`config.mk`:
```
export PLATFORM = sky130hd
export DESIGN_NAME = riodrive_bus_sched_flat
export DESIGN_NICKNAME = d
export VERILOG_FILES = /design/src/rtl/riodrive_bus_sched_pkg.sv /design/src/rtl/riodrive_bus_sched_if.sv /design/src/rtl/riodrive_bus_sched_wdog.sv /design/src/rtl/riodrive_bus_sched.sv /design/src/flat_wrapper.sv
export SDC_FILE = /design/constraint.sdc
export NUM_CORES = 1
export LEC_CHECK = 0
export CAP_MARGIN = 20
export CORE_MARGIN = 10
export CORE_UTILIZATION = 55
export CTS_CLUSTER_DIAMETER = 150
export DETAILED_ROUTE_END_ITERATION = 8
export DONT_BUFFER_PORTS = 1
export PLACE_DENSITY_LB_ADDON = 0.12
export SETUP_SLACK_MARGIN = 0.1
export SYNTH_ARGS = -nofsm -noshare
export SYNTH_HDL_FRONTEND = slang
export SYNTH_SLANG_ARGS = --single-unit
export TNS_END_PERCENT = 20
```
`constraint.sdc`:
```
create_clock -name clk -period 3.6 [get_ports clk]
set_input_delay 0.54 -clock clk [delete_from_list [all_inputs] [get_ports clk]]
set_output_delay 0.54 -clock clk [all_outputs]
set_load 0.03 [all_outputs]
```
`src/rtl/riodrive_bus_sched_pkg.sv`:
```
// ---------------------------------------------------------------------------
// riodrive_sched_pkg
// Shared types and constants for the riodrive CAN bus scheduler slice:
//   - ID_W         : CAN arbitration ID width (standard 11-bit frames)
//   - TX_DLC/RX_DLC: payload length of command (4 byte) and status (8 byte) frames
//   - sched_state_e: scheduler FSM states
//   - byteSwap32   : converts a little-endian velocity word to CAN byte order
// ---------------------------------------------------------------------------
package riodrive_sched_pkg;

  localparam int ID_W = 11;

  localparam logic [3:0] TX_DLC = 4'd4;
  localparam logic [3:0] RX_DLC = 4'd8;

  typedef enum logic [2:0] {
    IDLE,
    LOAD,
    START,
    ACCEPT,
    DONE
  } sched_state_e;

  // The drive expects the least significant velocity byte first on the wire,
  // so byte 0 of the word ends up in the top byte of tx_data.
  function automatic logic [31:0] byteSwap32(input logic [31:0] v);
    return {v[7:0], v[15:8], v[23:16], v[31:24]};
  endfunction

endpackage

```
`src/rtl/riodrive_bus_sched_if.sv`:
```
// ---------------------------------------------------------------------------
// riodrive_bus_sched_if
// Bundles the signals between the scheduler and the shared canbus_tx /
// canbus_rx instances.
//   master : scheduler side (drives tx_start/tx_arib/tx_dlc/tx_data,
//            observes tx_busy and the received-frame strobe)
//   slave  : CAN PHY side (the opposite directions)
// Signals:
//   tx_start  1-clock start pulse to canbus_tx
//   tx_arib   11-bit arbitration ID of the outgoing frame
//   tx_dlc    outgoing DLC
//   tx_data   outgoing 4-byte payload
//   tx_busy   canbus_tx busy flag
//   rx_valid  canbus_rx frame-valid pulse
//   rx_arib   received arbitration ID
//   rx_dlc    received DLC
// ---------------------------------------------------------------------------
interface riodrive_bus_sched_if;
  import riodrive_sched_pkg::*;

  logic            tx_start;
  logic [ID_W-1:0] tx_arib;
  logic [3:0]      tx_dlc;
  logic [31:0]     tx_data;
  logic            tx_busy;
  logic            rx_valid;
  logic [ID_W-1:0] rx_arib;
  logic [3:0]      rx_dlc;

  modport master (
    output tx_start, tx_arib, tx_dlc, tx_data,
    input  tx_busy, rx_valid, rx_arib, rx_dlc
  );

  modport slave (
    input  tx_start, tx_arib, tx_dlc, tx_data,
    output tx_busy, rx_valid, rx_arib, rx_dlc
  );

endinterface

```
`src/rtl/riodrive_bus_sched_wdog.sv`:
```
// ---------------------------------------------------------------------------
// riodrive_sched_wdog
// Response watchdog for a single drive axis. Every status hit reloads a
// down-counter to TIMEOUT and clears the error flag; when the counter runs
// out the error flag is raised and held until the next hit. The counter
// saturates at zero. The error flag starts set because no status frame has
// been seen after reset.
// Ports:
//   clk    system clock
//   rst_n  asynchronous active-low reset
//   hit_i  one-clock pulse: a status frame arrived for this axis
//   err_o  level: axis has not answered within TIMEOUT clocks
// ---------------------------------------------------------------------------
module riodrive_sched_wdog #(
  parameter int TIMEOUT = 15000
) (
  input  logic clk,
  input  logic rst_n,
  input  logic hit_i,
  output logic err_o
);

  localparam int W = $clog2(TIMEOUT + 1);

  logic [W-1:0] cnt_q, cnt_d;
  logic         err_q, err_d;

  // Next-state logic: a hit always wins over the countdown; the flag is
  // raised on the step that takes the counter from 1 to 0.
  always_comb begin
    cnt_d = cnt_q;
    err_d = err_q;
    if (hit_i) begin
      cnt_d = W'(TIMEOUT);
      err_d = 1'b0;
    end else if (cnt_q != '0) begin
      cnt_d = cnt_q - W'(1);
      if (cnt_q == W'(1)) begin
        err_d = 1'b1;
      end
    end
  end

  // State registers.
  always_ff @(posedge clk or negedge rst_n) begin
    if (!rst_n) begin
      cnt_q <= '0;
      err_q <= 1'b1;
    end else begin
      cnt_q <= cnt_d;
      err_q <= err_d;
    end
  end

  assign err_o = err_q;

endmodule

```
`src/rtl/riodrive_bus_sched.sv`:
```
// ---------------------------------------------------------------------------
// riodrive_bus_sched
// Shares one CAN bus between AXES riodrive motor nodes. Each scheduling cycle
// (started every PERIOD clocks or by sync_i) sends one 4-byte velocity frame
// per axis in ascending axis order, then goes idle. Incoming 8-byte status
// frames are demultiplexed to a one-hot per-axis hit pulse.
// Optional feature: define RIODRIVE_SCHED_WDOG_EN to add a per-axis response
// watchdog (rx_err_o); without it rx_err_o is tied to 0.
// Ports:
//   clk         system clock
//   rst_n       asynchronous active-low reset
//   bus         riodrive_bus_sched_if.master (canbus_tx / canbus_rx side)
//   sync_i      1-clock pulse: start a cycle now and reload the period counter
//   enable_i    per-axis enable; a disabled axis is sent with velocity 0
//   velocity_i  axis i velocity in bits [32i+31:32i]
//   rx_hit_o    one-hot 1-clock pulse: status frame belongs to axis i
//   rx_err_o    per-axis watchdog error level
//   overrun_o   1-clock pulse: a trigger was dropped during an active cycle
//   active_o    high while a scheduling cycle is in progress
// ---------------------------------------------------------------------------
module riodrive_bus_sched
  import riodrive_sched_pkg::*;
#(
  parameter int              AXES       = 4,
  parameter int              PERIOD     = 5000,
  parameter logic [ID_W-1:0] TX_BASE_ID = 11'h00D,
  parameter logic [ID_W-1:0] RX_BASE_ID = 11'h01E,
  parameter logic [ID_W-1:0] ID_STRIDE  = 11'h020,
  parameter int              TIMEOUT    = 15000
) (
  input  logic                   clk,
  input  logic                   rst_n,
  riodrive_bus_sched_if.master   bus,
  input  logic                   sync_i,
  input  logic [AXES-1:0]        enable_i,
  input  logic [32*AXES-1:0]     velocity_i,
  output logic [AXES-1:0]        rx_hit_o,
  output logic [AXES-1:0]        rx_err_o,
  output logic                   overrun_o,
  output logic                   active_o
);

  localparam int IDX_W = (AXES > 1) ? $clog2(AXES) : 1;
  localparam int CNT_W = (PERIOD > 1) ? $clog2(PERIOD) : 1;

  localparam logic [CNT_W-1:0] CNT_RELOAD = CNT_W'(PERIOD - 1);
  localparam logic [IDX_W-1:0] IDX_LAST   = IDX_W'(AXES - 1);

  sched_state_e     state_q;
  logic [IDX_W-1:0] idx_q;
  logic [CNT_W-1:0] cnt_q, cnt_d;
  logic             tx_start_q;
  logic [ID_W-1:0]  tx_arib_q, tx_arib_d;
  logic [31:0]      tx_data_q, tx_data_d;
  logic             overrun_q;
  logic             active_q;
  logic [AXES-1:0]  rx_hit_q, rx_hit_d;
  logic             trigger;

  // A sync pulse and an expiring period counter coincide into one trigger;
  // either reloads the counter in the same clock.
  assign trigger = sync_i | (cnt_q == '0);

  // Period counter next value.
  always_comb begin
    cnt_d = trigger ? CNT_RELOAD : (cnt_q - CNT_W'(1));
  end

  // Frame for the current axis, captured when the FSM leaves LOAD.
  always_comb begin
    tx_arib_d = TX_BASE_ID + ID_W'(idx_q) * ID_STRIDE;
    tx_data_d = enable_i[idx_q] ? byteSwap32(velocity_i[32*idx_q +: 32]) : '0;
  end

  // Scheduler FSM with registered outputs. tx_start defaults low so it is
  // high for exactly the clock spent in START. A trigger arriving while a
  // cycle is active only raises overrun; the running cycle is not touched.
  always_ff @(posedge clk or negedge rst_n) begin
    if (!rst_n) begin
      state_q    <= IDLE;
      idx_q      <= '0;
      cnt_q      <= CNT_RELOAD;
      tx_start_q <= 1'b0;
      tx_arib_q  <= '0;
      tx_data_q  <= '0;
      overrun_q  <= 1'b0;
      active_q   <= 1'b0;
    end else begin
      cnt_q      <= cnt_d;
      overrun_q  <= trigger & active_q;
      tx_start_q <= 1'b0;
      case (state_q)
        IDLE: begin
          if (trigger) begin
            idx_q    <= '0;
            active_q <= 1'b1;
            state_q  <= LOAD;
          end
        end
        LOAD: begin
          tx_arib_q  <= tx_arib_d;
          tx_data_q  <= tx_data_d;
          tx_start_q <= 1'b1;
          state_q    <= START;
        end
        START: begin
          state_q <= ACCEPT;
        end
        ACCEPT: begin
          if (bus.tx_busy) begin
            state_q <= DONE;
          end
        end
        DONE: begin
          if (!bus.tx_busy) begin
            if (idx_q == IDX_LAST) begin
              active_q <= 1'b0;
              state_q  <= IDLE;
            end else begin
              idx_q   <= idx_q + IDX_W'(1);
              state_q <= LOAD;
            end
          end
        end
        default: begin
          state_q <= IDLE;
        end
      endcase
    end
  end

  // Status frame decode: only 8-byte frames on an axis status ID count.
  always_comb begin
    rx_hit_d = '0;
    for (int i = 0; i < AXES; i++) begin
      rx_hit_d[i] = bus.rx_valid && (bus.rx_dlc == RX_DLC) &&
                    (bus.rx_arib == RX_BASE_ID + ID_W'(i) * ID_STRIDE);
    end
  end

  // Registered status hit, one clock after rx_valid.
  always_ff @(posedge clk or negedge rst_n) begin
    if (!rst_n) begin
      rx_hit_q <= '0;
    end else begin
      rx_hit_q <= rx_hit_d;
    end
  end

`ifdef RIODRIVE_SCHED_WDOG_EN
  for (genvar g = 0; g < AXES; g++) begin : gWdog
    riodrive_sched_wdog #(
      .TIMEOUT(TIMEOUT)
    ) uWdog (
      .clk   (clk),
      .rst_n (rst_n),
      .hit_i (rx_hit_q[g]),
      .err_o (rx_err_o[g])
    );
  end
`else
  assign rx_err_o = '0;
`endif

  assign bus.tx_start = tx_start_q;
  assign bus.tx_arib  = tx_arib_q;
  assign bus.tx_dlc   = TX_DLC;
  assign bus.tx_data  = tx_data_q;
  assign rx_hit_o     = rx_hit_q;
  assign overrun_o    = overrun_q;
  assign active_o     = active_q;

endmodule
```
`src/flat_wrapper.sv`:
```
// flat-port wrapper written by rule: the top's interface ports become plain ports
module riodrive_bus_sched_flat import riodrive_sched_pkg::*;
#(
  parameter int              AXES       = 4,
  parameter int              PERIOD     = 5000,
  parameter logic [ID_W-1:0] TX_BASE_ID = 11'h00D,
  parameter logic [ID_W-1:0] RX_BASE_ID = 11'h01E,
  parameter logic [ID_W-1:0] ID_STRIDE  = 11'h020,
  parameter int              TIMEOUT    = 15000
)
  (clk, rst_n, sync_i, enable_i, velocity_i, rx_hit_o, rx_err_o, overrun_o, active_o, bus_tx_start, bus_tx_arib, bus_tx_dlc, bus_tx_data, bus_tx_busy, bus_rx_valid, bus_rx_arib, bus_rx_dlc);
  riodrive_bus_sched_if bus_i ();
  input  logic clk;
  input  logic rst_n;
  input  logic sync_i;
  input  logic [AXES-1:0] enable_i;
  input  logic [32*AXES-1:0] velocity_i;
  output logic [AXES-1:0] rx_hit_o;
  output logic [AXES-1:0] rx_err_o;
  output logic overrun_o;
  output logic active_o;
  output wire logic [$bits(bus_i.tx_start)-1:0] bus_tx_start;
  output wire logic [$bits(bus_i.tx_arib)-1:0] bus_tx_arib;
  output wire logic [$bits(bus_i.tx_dlc)-1:0] bus_tx_dlc;
  output wire logic [$bits(bus_i.tx_data)-1:0] bus_tx_data;
  input wire logic [$bits(bus_i.tx_busy)-1:0] bus_tx_busy;
  input wire logic [$bits(bus_i.rx_valid)-1:0] bus_rx_valid;
  input wire logic [$bits(bus_i.rx_arib)-1:0] bus_rx_arib;
  input wire logic [$bits(bus_i.rx_dlc)-1:0] bus_rx_dlc;
  assign bus_tx_start = bus_i.tx_start;
  assign bus_tx_arib = bus_i.tx_arib;
  assign bus_tx_dlc = bus_i.tx_dlc;
  assign bus_tx_data = bus_i.tx_data;
  assign bus_i.tx_busy = bus_tx_busy;
  assign bus_i.rx_valid = bus_rx_valid;
  assign bus_i.rx_arib = bus_rx_arib;
  assign bus_i.rx_dlc = bus_rx_dlc;
  riodrive_bus_sched #(.AXES(AXES), .PERIOD(PERIOD), .TX_BASE_ID(TX_BASE_ID), .RX_BASE_ID(RX_BASE_ID), .ID_STRIDE(ID_STRIDE), .TIMEOUT(TIMEOUT)) u_core (.clk(clk), .rst_n(rst_n), .bus(bus_i), .sync_i(sync_i), .enable_i(enable_i), .velocity_i(velocity_i), .rx_hit_o(rx_hit_o), .rx_err_o(rx_err_o), .overrun_o(overrun_o), .active_o(active_o));
endmodule
```
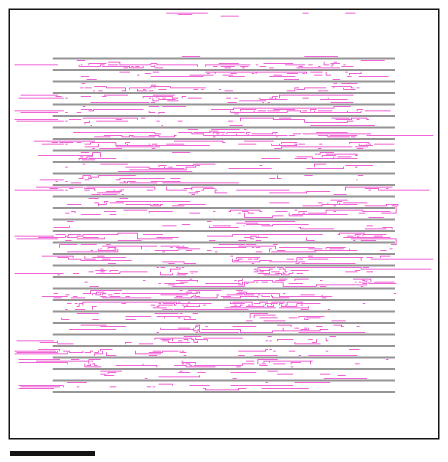
Figure 1: the metal 1 layer.
Bar = 20 µm. Supply wires on this layer in gray.
The longest straight run is 23.9 µm. The layer carries 3340 µm of wire.
met1 layer usage reported by global route: 0.195
vias: 2386
total wire length after detailed routing: 9.95 mm

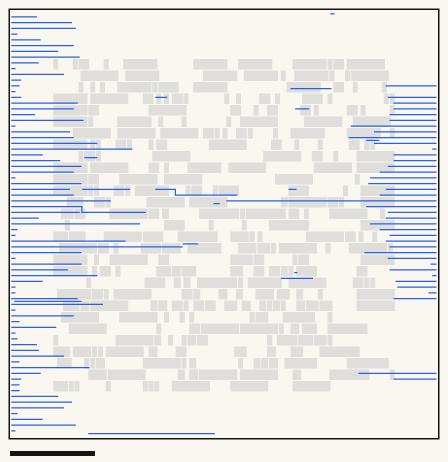
Figure 2: metal 3.
Bar = 20 µm. Cells faint in the background.
The layer holds 14% of the routed length. The longest straight run is 49.5 µm.
met3 Use GR: 0.106

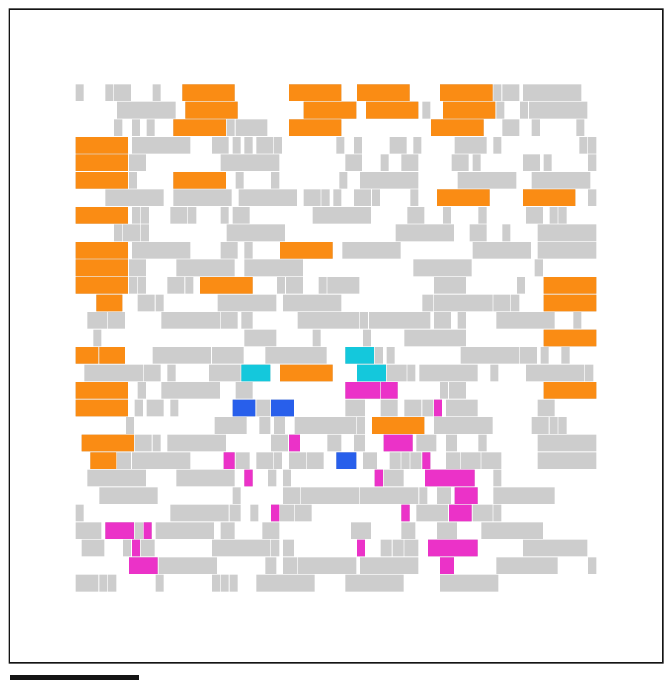
Figure 3: gate-type map.
Bar = 20 µm.
Key: magenta = NOR gates [cells 21, most used nor2_1]; cyan = adder and majority cells [cells 3, most used ha_1]; blue = AND-OR and OR-AND gates [cells 3]; orange = multiplexers [cells 36, most used mux4_2]
share of the final layout cell area in multi-input gates: 0.479
non-filler cells, final: 397

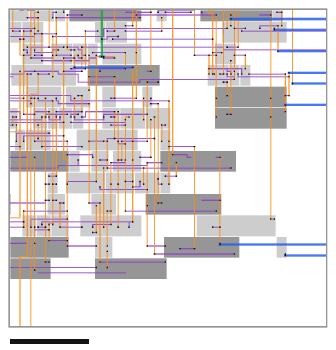
Figure 4: layout detail.
Bar = 10 µm. Window x 56 to 96, y 5 to 45 µm. Cells in gray, sequential cells in the stronger gray; small squares are vias.
Key: purple = met1; blue = met3; green = met4; orange = met2
Most frequent: dfrtp_1 (9), nand2_1 (8). Netlist names of flops here include u_core.cnt_q (9), u_core.bus.tx_data (3). 63 logic cells have their middle in the window. Sequential cells in the window: 12.

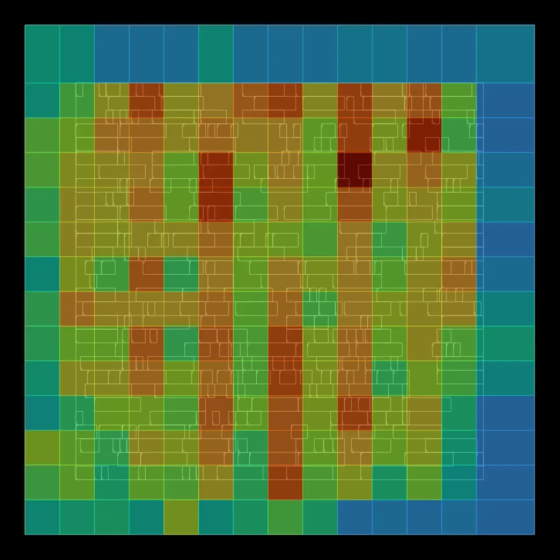
Figure 5: congestion heat map.
met2 usage in global routing: 0.300
GR peak layer: met2

==> job_summary.md <==
### Yosys + OpenROAD results

| Metric | Value |
|---|---|
| Number of ordinary and repair buffers in the finished layout | 5 |
| Register share after synthesis | 0.416 |
| Layout filler cell count | 564 |
| Mean number of vias per cell | 6.01 |
| Setup violations, final | 0 |
| Number of enable flip-flop cells | 0 |
| Clock Skew | 0.00791 ns |
| Layout sequential cell count | 60 |
| Share of the synthesized area in the top cell type | 0.365 |
| YS chip area | 3630 µm² |
| Capture point of the worst reg-to-reg path | u_core.bus.tx_data[12]$_DFFE_PN0P_ |
| Half-perimeter wire length after detailed placement | 7.93 mm |
| Combinational group share of total power | 0.331 |
| Kind of cell adding the most delay to the critical path | flip-flops |
| Placed Cells incl. Taps | 381 |
| Core ar. | 6390 µm² |
| Highest layer used for signal routing | met5 |
| Final worst-path cycle share | 0.594 |
| Non-clock buffer contribution to total cell area | 0.0153 |
| Most common cell after layout, fill and taps aside | sky130_fd_sc_hd__dfrtp_1 |
| # port buffers | 0 |
| Post-synthesis compound-gate area fraction | 0.0982 |
| Highest achievable clock rate | 468 MHz |
| Critical Path Sink Type | flop |
| Worst Path Max Fanout | 32 |
| Pin count of the biggest net entering global routing | 69 |
| Setup slack on the worst flop-to-flop path | 1.46 ns |
| Register Area | 1510 µm² |
| Share of post-route cells with drive strength above 1 | 0.232 |
| Unrepaired setup endpoints after global routing | false |
| Tally of clock buffers in the finished layout | 11 |
| Met3 wire len | 1.36 mm |
| Arrival time of data at the critical path endpoint | 2.31 ns |
| Post-layout net count | 471 |
| Total grt overflow | 0 |
| Routed length per instance | 25.1 µm |
| Outcome | completed |
| Depth of the worst register-to-register path | 4 |
| Final instance area | 3760 µm² |
| Unique cell type count in the Yosys netlist | 46 |
| Clk latency late pin | 0.33 ns |
| Commonest register cell after synthesis | sky130_fd_sc_hd__dfrtp_1 |
| Multi-input gates | 204 |
| Count of tool warnings | 27 |
| Clock transition time at the flip-flop clock pins of the worst setup and hold paths | 0.06 ns |
| Initial antenna violation count | 2 |
Power and IR drop assume default switching activity.
